File: src/rtl/fuzzifier_seq.sv
// fuzzifier_seq: time-multiplexed trapezoidal fuzzifier with a shared restoring divider.
// Optional macro FUZZ_ORDER_CHECK_EN enables the a<=b<=c<=d ordering check and sticky cfg_err.
`default_nettype none

module fuzzifier_seq #(
    parameter int W      = 8,
    parameter int N_SETS = 3,
    parameter int MU_W   = 16
) (
    input  logic                     clk,
    input  logic                     rst,
    input  logic                     in_valid,
    output logic                     in_ready,
    input  logic [W-1:0]             x,
    input  logic                     cfg_we,
    input  logic [2:0]               cfg_set,
    input  logic [1:0]               cfg_pt,
    input  logic [W-1:0]             cfg_data,
    output logic                     out_valid,
    input  logic                     out_ready,
    output logic [N_SETS*MU_W-1:0]   mu_flat,
    output logic                     cfg_err
);

    localparam int NW    = W + 1 + MU_W;
    localparam int SI_W  = (N_SETS > 1) ? $clog2(N_SETS) : 1;
    localparam int CYC_W = $clog2(MU_W + 1);
    localparam logic [MU_W-1:0] MU_FULL = {MU_W{1'b1}};

    typedef enum logic [1:0] {IDLE = 2'd0, EVAL = 2'd1, HOLD = 2'd2} state_t;

    state_t                state;
    logic signed [W-1:0]   bank [N_SETS][4];
    logic signed [W-1:0]   x_q;
    logic [SI_W-1:0]       set_idx;
    logic [CYC_W-1:0]      cyc;
    logic [W+1:0]          rem;
    logic [MU_W-1:0]       num_lo;
    logic [MU_W-1:0]       quo;
    logic [W:0]            den;
    logic                  force_full;
    logic                  force_zero;

    logic signed [W-1:0]   pa, pb, pc, pd;
    logic signed [W:0]     ex, ea, eb, ec, ed;
    logic                  sel_full, sel_zero;
    logic [W:0]            diff, den_c;
    logic [NW-1:0]         num;
    logic [W+1:0]          trial;
    logic                  qbit;
    logic [W+1:0]          rem_next;

`ifdef FUZZ_ORDER_CHECK_EN
    logic err_q;
    logic order_bad;
    assign order_bad = !((pa <= pb) && (pb <= pc) && (pc <= pd));
    assign cfg_err   = err_q;
`else
    assign cfg_err   = 1'b0;
`endif

    // Classification of the current set against the captured sample
    always_comb begin
        pa = bank[set_idx][0];
        pb = bank[set_idx][1];
        pc = bank[set_idx][2];
        pd = bank[set_idx][3];
        ex = {x_q[W-1], x_q};
        ea = {pa[W-1], pa};
        eb = {pb[W-1], pb};
        ec = {pc[W-1], pc};
        ed = {pd[W-1], pd};
        sel_full = 1'b0;
        sel_zero = 1'b0;
        diff     = '0;
        den_c    = {{W{1'b0}}, 1'b1};
        if (x_q >= pb && x_q <= pc) begin
            sel_full = 1'b1;
        end else if (x_q <= pa || x_q >= pd) begin
            sel_zero = 1'b1;
        end else if (x_q > pa && x_q < pb) begin
            diff  = ex - ea;
            den_c = eb - ea;
        end else begin
            diff  = ed - ex;
            den_c = ed - ec;
        end
        num = {diff, {MU_W{1'b0}}} - {{MU_W{1'b0}}, diff};
    end

    // One restoring-division step: bring down the next numerator bit
    always_comb begin
        trial    = {rem[W:0], num_lo[MU_W-1]};
        qbit     = (trial >= {1'b0, den});
        rem_next = qbit ? (trial - {1'b0, den}) : trial;
    end

    always_ff @(posedge clk or posedge rst) begin
        if (rst) begin
            state      <= IDLE;
            in_ready   <= 1'b1;
            out_valid  <= 1'b0;
            mu_flat    <= '0;
            x_q        <= '0;
            set_idx    <= '0;
            cyc        <= '0;
            rem        <= '0;
            num_lo     <= '0;
            quo        <= '0;
            den        <= '0;
            force_full <= 1'b0;
            force_zero <= 1'b0;
            for (int s = 0; s < N_SETS; s++) begin
                for (int p = 0; p < 4; p++) begin
                    bank[s][p] <= '0;
                end
            end
`ifdef FUZZ_ORDER_CHECK_EN
            err_q      <= 1'b0;
`endif
        end else begin
            if (cfg_we && state != EVAL && 32'(cfg_set) < N_SETS) begin
                bank[cfg_set[SI_W-1:0]][cfg_pt] <= cfg_data;
            end
            case (state)
                IDLE: begin
                    if (in_valid) begin
                        x_q      <= x;
                        set_idx  <= '0;
                        cyc      <= '0;
                        in_ready <= 1'b0;
                        state    <= EVAL;
                    end
                end
                EVAL: begin
                    if (cyc == '0) begin
                        rem        <= {1'b0, num[NW-1:MU_W]};
                        num_lo     <= num[MU_W-1:0];
                        den        <= den_c;
                        quo        <= '0;
                        force_full <= sel_full;
                        force_zero <= sel_zero;
`ifdef FUZZ_ORDER_CHECK_EN
                        if (order_bad) begin
                            force_full <= 1'b0;
                            force_zero <= 1'b1;
                            err_q      <= 1'b1;
                        end
`endif
                        cyc <= cyc + CYC_W'(1);
                    end else begin
                        rem    <= rem_next;
                        num_lo <= {num_lo[MU_W-2:0], 1'b0};
                        quo    <= {quo[MU_W-2:0], qbit};
                        if (cyc == CYC_W'(MU_W)) begin
                            mu_flat[set_idx*MU_W +: MU_W] <= force_full ? MU_FULL :
                                                             force_zero ? '0 :
                                                             {quo[MU_W-2:0], qbit};
                            cyc <= '0;
                            if (set_idx == SI_W'(N_SETS - 1)) begin
                                out_valid <= 1'b1;
                                state     <= HOLD;
                            end else begin
                                set_idx <= set_idx + SI_W'(1);
                            end
                        end else begin
                            cyc <= cyc + CYC_W'(1);
                        end
                    end
                end
                HOLD: begin
                    if (out_ready) begin
                        out_valid <= 1'b0;
                        in_ready  <= 1'b1;
                        state     <= IDLE;
                    end
                end
                default: state <= IDLE;
            endcase
        end
    end

endmodule

`default_nettype wire

File: config.mk
export PLATFORM = sky130hd
export DESIGN_NAME = fuzzifier_seq
export DESIGN_NICKNAME = d
export VERILOG_FILES = /design/src/rtl/fuzzifier_seq.sv
export SDC_FILE = /design/constraint.sdc
export NUM_CORES = 1
export LEC_CHECK = 0
export ABC_AREA = 1
export CAP_MARGIN = 25
export CORE_MARGIN = 5
export CORE_UTILIZATION = 39
export CTS_CLUSTER_DIAMETER = 200
export CTS_CLUSTER_SIZE = 28
export DETAILED_ROUTE_END_ITERATION = 12
export PLACE_DENSITY = 0.52
export SLEW_MARGIN = 20
export SYNTH_ARGS = -nofsm -noshare
export SYNTH_HDL_FRONTEND = slang
export SYNTH_SLANG_ARGS = --single-unit
File: constraint.sdc
create_clock -name clk -period 16.65 [get_ports clk]
set_clock_uncertainty 0.15 [all_clocks]
set_input_delay 3.33 -clock clk [delete_from_list [all_inputs] [get_ports clk]]
set_output_delay 3.33 -clock clk [all_outputs]
set_load 0.1 [all_outputs]
run_1/cell_density.png
(1.5 px per µm) 19 x 19 tiles, from white (low) to dark blue (high), 0 to 100% covered.
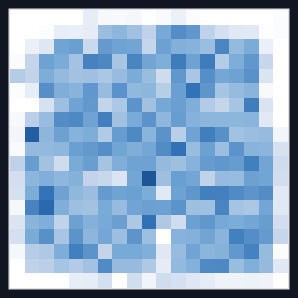
The densest ninth of the die: centre. 9.7% of the tiles are nearly empty. The mean over all tiles is 38%. The fullest tile reaches 85%. 0.80% of the tiles are over 75% full.

run_1/clk_routes.png
(3 px per µm)
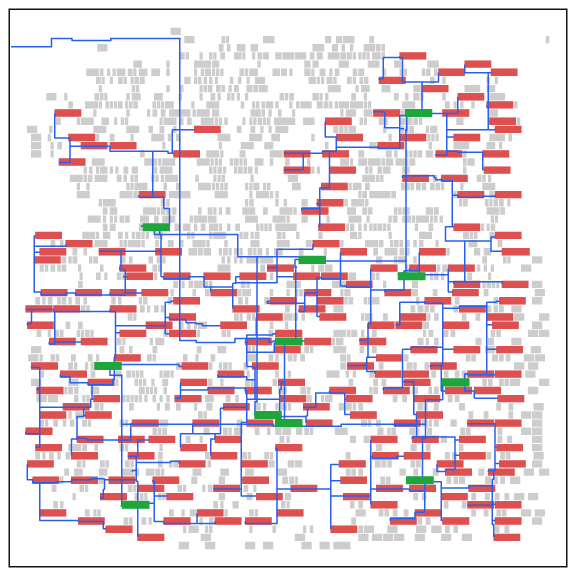
clock drivers: in green, count 11. clock wires: in blue, length 2,860 µm. flip-flops: in red, count 214.
Position of the flops: widely spread.

==> changes_impl.md, run 1 <==
### Changed

* Inserted Diodes at 0
* Hold_buf cts at 0
* CP Data Arrival Time at 2150 ps
* Worst path cell trace: clkdlybuf4s50_1
* Cell Type Count at between 50 and 60
* FF/Latch Area at about 5400 µm²
* Worst Hold Slack at ~320 ps
* DRT Pass-1 Iters at 5
* DRC at 0
* Antenna violations before repair at 1
* DR iter-0 viols at between 600 and 700
* Critical Path Sink Type: output pin
* Worst R2R Start: set_idx[0]
* Dominant flop cell: dfrtp_1
* Slew Limit Fails at 0
* Area share, top type at 44.47%
* Tool Warnings at 35
* Floorplan Utilization at 39.39%
* Status: completed
* Worst Setup SP: in_ready
* R2R cell count at 23
* Post-Syn Instances at 1,460
* Worst slew pin tran at between 900 and 1000 ps
* Crit path launch type: flip-flop
* Hold path endpoint: in_ready
* Setup bufs post-CTS at 0
* Fillcell total at a little over 3,000
* Synthesis area per yosys at 11,990 µm²
* Critical path depth in cells at 1
* Leading area contributor after synthesis: dfrtp_1
* Setup CP Type: reg2out
* Crit share post-route at between 30 and 40%
* Rows at 64
* Max-cap violations at 0
* CTS tree: built
* Max Fclk at 0.1777 GHz
* Synth top cell by count: nand2_1
* Setup violators final at 0
* Routed Antenna Nets at 0
* Buffer levels on the longest clock path at 3
* Setup crit end: in_ready
* Vias in the first global route at between 9,000 and 10,000
* Core Area at 30,430 µm²
* Class of the worst hold path: reg2reg
* Via count at 9,751
* Placer Congestion at 0.8597
* Critical path's slowest cell: clkdlybuf4s50_1
* Final net count at 1,592
* Post-DP HPWL at approximately 23,000 µm
* Grt ovf at 0
* CTS Buf Count at 11
* Slew margin rel. at 33.42%
* Placement Cell Area at approximately 13,000 µm²
* Logic area at 5786 µm²
* Die area at 34,340 µm²
* Seq cells post-synth at 214
* Yosys cell count at 1,460
* Worst Path Required at roughly 13,000 ps
* RSZ-0062 raised after global routing: no
* All-Layer GR Usage at 19.37%
* Routed WL per cell at approximately 17 µm
run_1/power_grid.png
(2 px per µm) Pins as bars on the die edge.
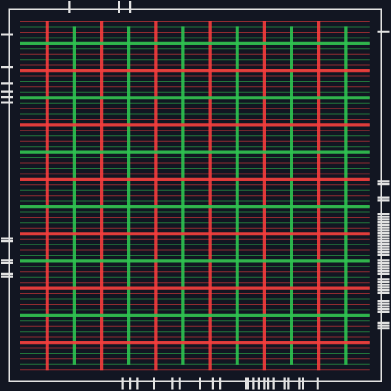
VSS: in red. VDD: in green.
65 met1 rails follow the rows. 12 straps on met4. 77 signal pins sit on the boundary. 12 straps on met5.

run_1/congestion.png
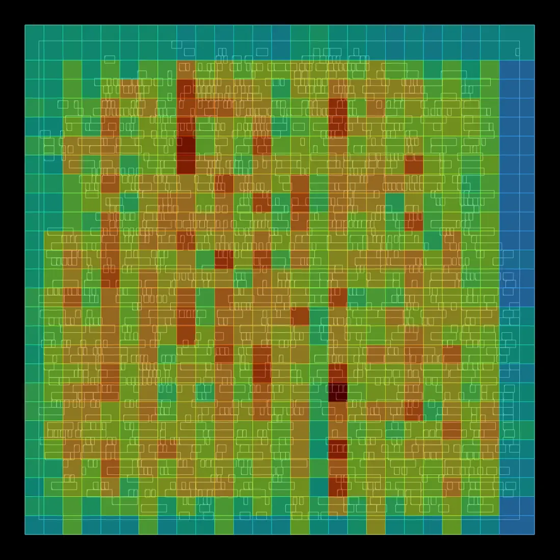
grt met2 use: 32.47%
gr busiest metal: met2

run 1: per-stage QoR:
stage                     utilization (%)  std cells  setup WS, ps
after floorplan                         -       1460          7321
after global placement              42.91       1876         10820
after detailed placement            42.91       1876         10840
after CTS                           43.89       1891         11000
after global routing                43.90       1891         10970
final                               43.90       1891         11020
run 1: routing by layer:
| metal | wire length, µm | vias up | GRT usage [%] |
|---|---|---|---|
| li1 | - | 4925 | - |
| met5 | 0 | - | 0 |
| met3 | 1086 | 28 | 1.551 |
| met1 | 15950 | 4656 | 27.87 |
| met4 | 483 | 0 | 3.553 |
| met2 | 15340 | 142 | 32.47 |
run 1: cell type report:
type / instances / share of cell area (%)
Tap cell: 396 / 3.709
Timing Repair Buffer: 85 / 6.181
Inverter: 156 / 4.477
Sequential cell: 214 / 40.10
Clock inverter: 1 / 0.08429
Multi-Input combinational cell: 1025 / 43.31
Clock buffer: 14 / 2.145
run 1: flip-flops by register name (all words and copies together), names as in the netlist:
name,cells
bank,96
mu_flat,48
num_lo,16
quo,15
den,9
rem,9
x_q,8
cyc,5
set_idx,2
state,2
force_full,1
force_zero,1
in_ready,1
out_valid,1
run 1: cell families after synthesis:
| kind of cell | count (synthesis) | synth area share [%] |
|---|---|---|
| flops | 214 | 44.69 |
| other cells | 1 | 0.03129 |
| buf+inv | 221 | 7.078 |
| simple gates | 520 | 19.25 |
| xor+xnor | 22 | 1.608 |
| compound gates | 409 | 19.41 |
| fa+ha+maj | 73 | 7.934 |
--- run 2 (diff from run 1) ---
==> constraint.sdc (replaced) <==
create_clock -name clk -period 5.2 [get_ports clk]
set_clock_uncertainty 0.15 [all_clocks]
set_input_delay 1.04 -clock clk [delete_from_list [all_inputs] [get_ports clk]]
set_output_delay 1.04 -clock clk [all_outputs]
set_load 0.1 [all_outputs]
run_2/cell_density.png
(1.5 px per µm) 19 x 19 tiles, from white (low) to dark blue (high), 0 to 100% covered.
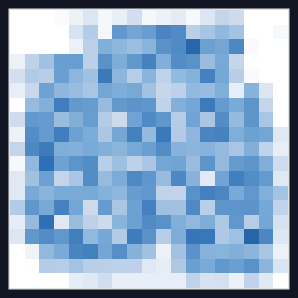
9.7% of the tiles are nearly empty. The mean over all tiles is 38%. The fullest tile reaches 79%. 0.60% of the tiles are over 75% full.

run_2/layer_met4.png
(2 px per µm)
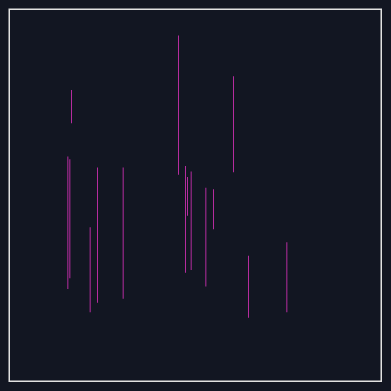
The wires run mostly vertical. The longest straight run is 69.4 µm. 13 nets have wire on it. The layer carries 688 µm of wire.

==> run 2 against run 1 <==
Net effect:
- synthesized cell count is the same
- global-route usage up 0.093 points
- cell area grew 0.74%
- cell count is 0.32% higher
- worst hold slack gained 2.2 ps
- sequential share of layout area down 0.29 points
- first-iteration DRC count grew 11%
- via count increased by 1.4%
- utilization increased by 0.32 points
==> changes_impl.md, run 2 <==
### Changed

* Status: completed
* Max Fclk at 0.2226 GHz
* Via count at 9,889
* Setup ws final at between 700 and 800 ps
* Synth top cell by count: nand2_1
* Crit path launch type: flip-flop
* Core Area at around 30,000 µm²
* Simple share at 19.25%
* Crit share post-route at 86.41%
* Routed Antenna Nets at 0
* Worst slew pin tran at approximately 1000 ps
* Seq cells post-synth at around 210
* Dominant flop cell: dfrtp_1
* Die area at 34,340 µm²
* Mux area share at 0%
* Class of the worst hold path: reg2reg
* Post-Syn Instances at about 1,500
* DRT Pass-1 Iters at 7
* Worst path cell trace: buf_4, nor2_4, buf_12, a2bb2oi_1, ha_1, nand2_1, nor2_1, nand2_1, nand3_2, nand2_2, a21oi_4, nand2_4, o21ai_2, nand2_4, ha_1, nand2_1, nor2_4, nand2_4, inv_1, ha_1, xor2_1, nand2_1, a31oi_1
* Critical Path Sink Type: flip-flop
* Synthesis area per yosys at roughly 12,000 µm²
* Routed WL per cell at 17.54 µm
* Ao+oa area frac at 19.41%
* Rows at 64
* Hold_buf cts at 0
* Cell Type Count at approximately 53
* RSZ-0062 raised after global routing: no
* Worst Path Required at 5410 ps
run 2: final cells by class:
class / count / area, µm²
fillers: 3135 / 16970
clock inverters: 1 / 11.26
repair buffers: 91 / 928.4
clock buffers: 14 / 286.5
multi-input cells: 1025 / 5791
flip-flops and latches: 214 / 5356
well taps: 396 / 495.5
inverters: 156 / 589.3
run 2: cell families after synthesis:
group | Yosys count
buffers and inverters | 221
AND/OR/NAND/NOR | 520
adder cells (fa/ha/maj) | 73
XOR/XNOR | 22
AND-OR/OR-AND | 409
flip-flops | 214
other | 1
run 2: worst max-delay path: cells and delay by family (launching register included):
kind,cells,cell delay (ps)
flip-flops,1,390
XOR/XNOR,1,150
buffers and inverters,3,550
adder cells (fa/ha/maj),3,850
AND/OR/NAND/NOR,12,1540
AND-OR/OR-AND,4,710
run 2: worst paths after layout:
kind	depth (start not counted)	startpoint	to	slack, ps
setup / recovery	23	set_idx[0]	rem[0]	710
hold / removal	2	in_ready	in_ready	320
setup reg to reg	23	set_idx[0]	rem[0]	710
hold reg to reg	2	in_ready	in_ready	320
max in group asynchronous	4	rst	in_ready	3090
min in group asynchronous	2	rst	mu_flat[31]	770
run 2: per-layer routing:
layer | vias up | track usage [%] | routed length (µm)
li1 | 4935 | - | -
met1 | 4711 | 27.88 | 15590
met2 | 210 | 32.21 | 15540
met3 | 33 | 1.826 | 1467
met4 | 0 | 4.345 | 688
met5 | - | 0 | 0
run 2: stage by stage:
| stage | area, µm² | hold WS (ps) |
|---|---|---|
| 5_1_grt | 13460 | 345.4 |
| 4_1_cts | 13430 | 323.9 |
| 6_report | 13460 | 319.6 |
| 3_3_place_gp | 13130 | 307.8 |
| 2_1_floorplan | 11990 | 295.1 |
| 3_5_place_dp | 13130 | 306.8 |
--- run 3 (diff from run 2) ---
--- a/config.mk
+++ b/config.mk
@@ -13,6 +13,7 @@
 export CTS_CLUSTER_SIZE = 28
 export DETAILED_ROUTE_END_ITERATION = 12
 export PLACE_DENSITY = 0.52
+export RECOVER_POWER = 25
 export SLEW_MARGIN = 20
 export SYNTH_ARGS = -nofsm -noshare
 export SYNTH_HDL_FRONTEND = slang
run_3/congestion.png
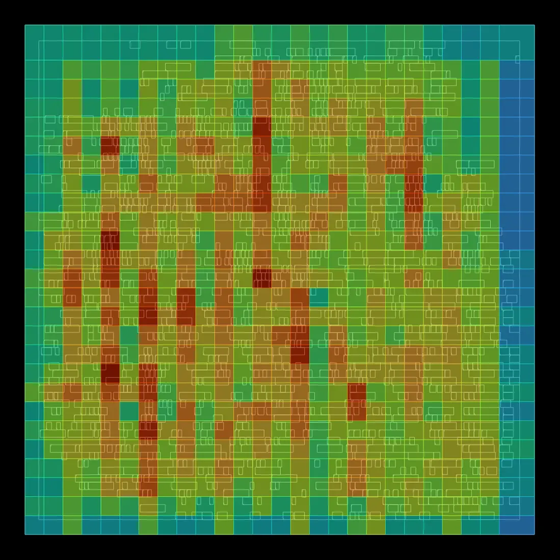
All-Layer GR Usage: 19.47%
Routed WL per cell: 17.56 µm
met3 Usage GRT: 1.826%

run_3/power_grid.png
(2 px per µm) Pins as bars on the die edge.
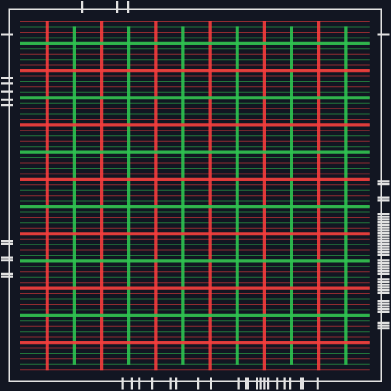
VSS: in red. VDD: in green.
65 met1 rails follow the rows. 12 straps on met5. The core has 64 rows. 77 signal pins sit on the boundary. 12 straps on met4.

==> run 3 against run 2 <==
Net effect:
- the flow now finishes with violations (max-capacitance violations, max-slew violations)
- worst hold slack about the same
- critical endpoint unchanged
- critical path depth stayed put
- global-route usage did not move
- register-to-register slack worse by 60 ps
- setup slack worse by 56 ps
- synthesized area unchanged
- fmax is 1.2% lower
- routed wire length barely moved
- via count unchanged
- sequential share of layout area up 0.16 points
==> changes_impl.md, run 3 <==
### Changed

* Grt ovf at 0
* Rows at ~64
* Routed Antenna Nets at 0
* Worst Hold Slack at 319.5 ps
* Design area at around 13,000 µm²
* Status: finished with violations
* Worst Path Required at approximately 5400 ps
* Core Area at a little over 30,000 µm²
* Max-cap violations at 2
* Post-DP HPWL at around 24,000 µm
* Final net count at 1,598
* Simple share at 19.25%
* Vias in the first global route at 9,525
* Violated checks: max-capacitance violations, max-slew violations
* R2r setup slk at 650 ps
* Worst path cell trace: inv_1, clkbuf_1, buf_4, nor2_1, o21ai_0, ha_1, nand2_1, nor2_1, nand2_1, nand2_1, inv_1, nand4_1, a21oi_2, nand2_4, ha_1, nand2_1, nor2_4, nand2_4, inv_1, ha_1, xor2_1, nand2_1, a31oi_1
* Adder Area Share at under 10%
* Crit path launch type: flip-flop
* Ao+oa area frac at 19.41%
* CTS Buf Count at 11
* Yosys cell count at 1,460
* Slew margin rel. at -65.35%
* Slew Limit Fails at around 140
* CTS tree: built
* Critical Path Sink Type: flip-flop
* Floorplan Utilization at 39.39%
* Number of flip-flops in the largest register at 96
* Largest regs: bank: 96 flops, mu_flat: 48 flops, num_lo: 16 flops
* Placer Congestion at 0.8893
* Setup violators final at 0
* Leading area contributor after synthesis: dfrtp_1
* Top comb family, area: AND-OR/OR-AND gates
* Area share, top type at 44.47%
* Via count at 9,889
* Crit share post-route at 87.48%
* Tool Warnings at 33
* Worst slew pin tran at 2480 ps
* Layout Cells excl Fill at approximately 1,900
* Post-Syn Instances at 1,460
* DR iter-0 viols at a little over 700
## run 3: cell counts after synthesis
No cell type changed its count.
## run 3: path summary, 6_finish.rpt
check / cells after the start / from / to
max: 23 / set_idx[0] / rem[0]
min: 2 / in_ready / in_ready
max reg2reg: 23 / set_idx[0] / rem[0]
min reg2reg: 2 / in_ready / in_ready
max in group asynchronous: 3 / rst / rem[2]
min in group asynchronous: 2 / rst / mu_flat[31]
## run 3: per-layer routing
layer / vias to the layer above / wire length [µm] / track usage [%] / part of all wire (%)
li1: 4934 / - / - / -
met1: 4716 / 15700 / 27.88 / 47
met2: 204 / 15530 / 32.21 / 47
met3: 35 / 1357 / 1.826 / 4.1
met4: 0 / 716 / 4.345 / 2.1
met5: - / 0 / 0 / 0
## run 3: logic make-up (layout without fill, tap and decap cells)
kind of cell               Yosys count  count (layout)
adders and majority gates           73              73
DFF                                214             214
other                                1               1
xor gates and xnor gates            22              22
and+or+nand+nor                    520             520
buffers and inverters              221             262
AOI/OAI and AO/OA                  409             409
## run 3: tightest hold or removal path: cells and delay by family, from the launching register on
kind | cells | cell delay (ps)
DFF | 1 | 390
and+or+nand+nor | 2 | 90
## run 3: layout make-up
type                            count  area [µm²]
Multi-Input combinational cell   1025        5791
Sequential cell                   214        5356
Tap cell                          396       495.5
Timing Repair Buffer               91       878.3
Clock inverter                      1       11.26
Clock buffer                       14       286.5
Fill cell                        3146       17020
Inverter                          156       586.8
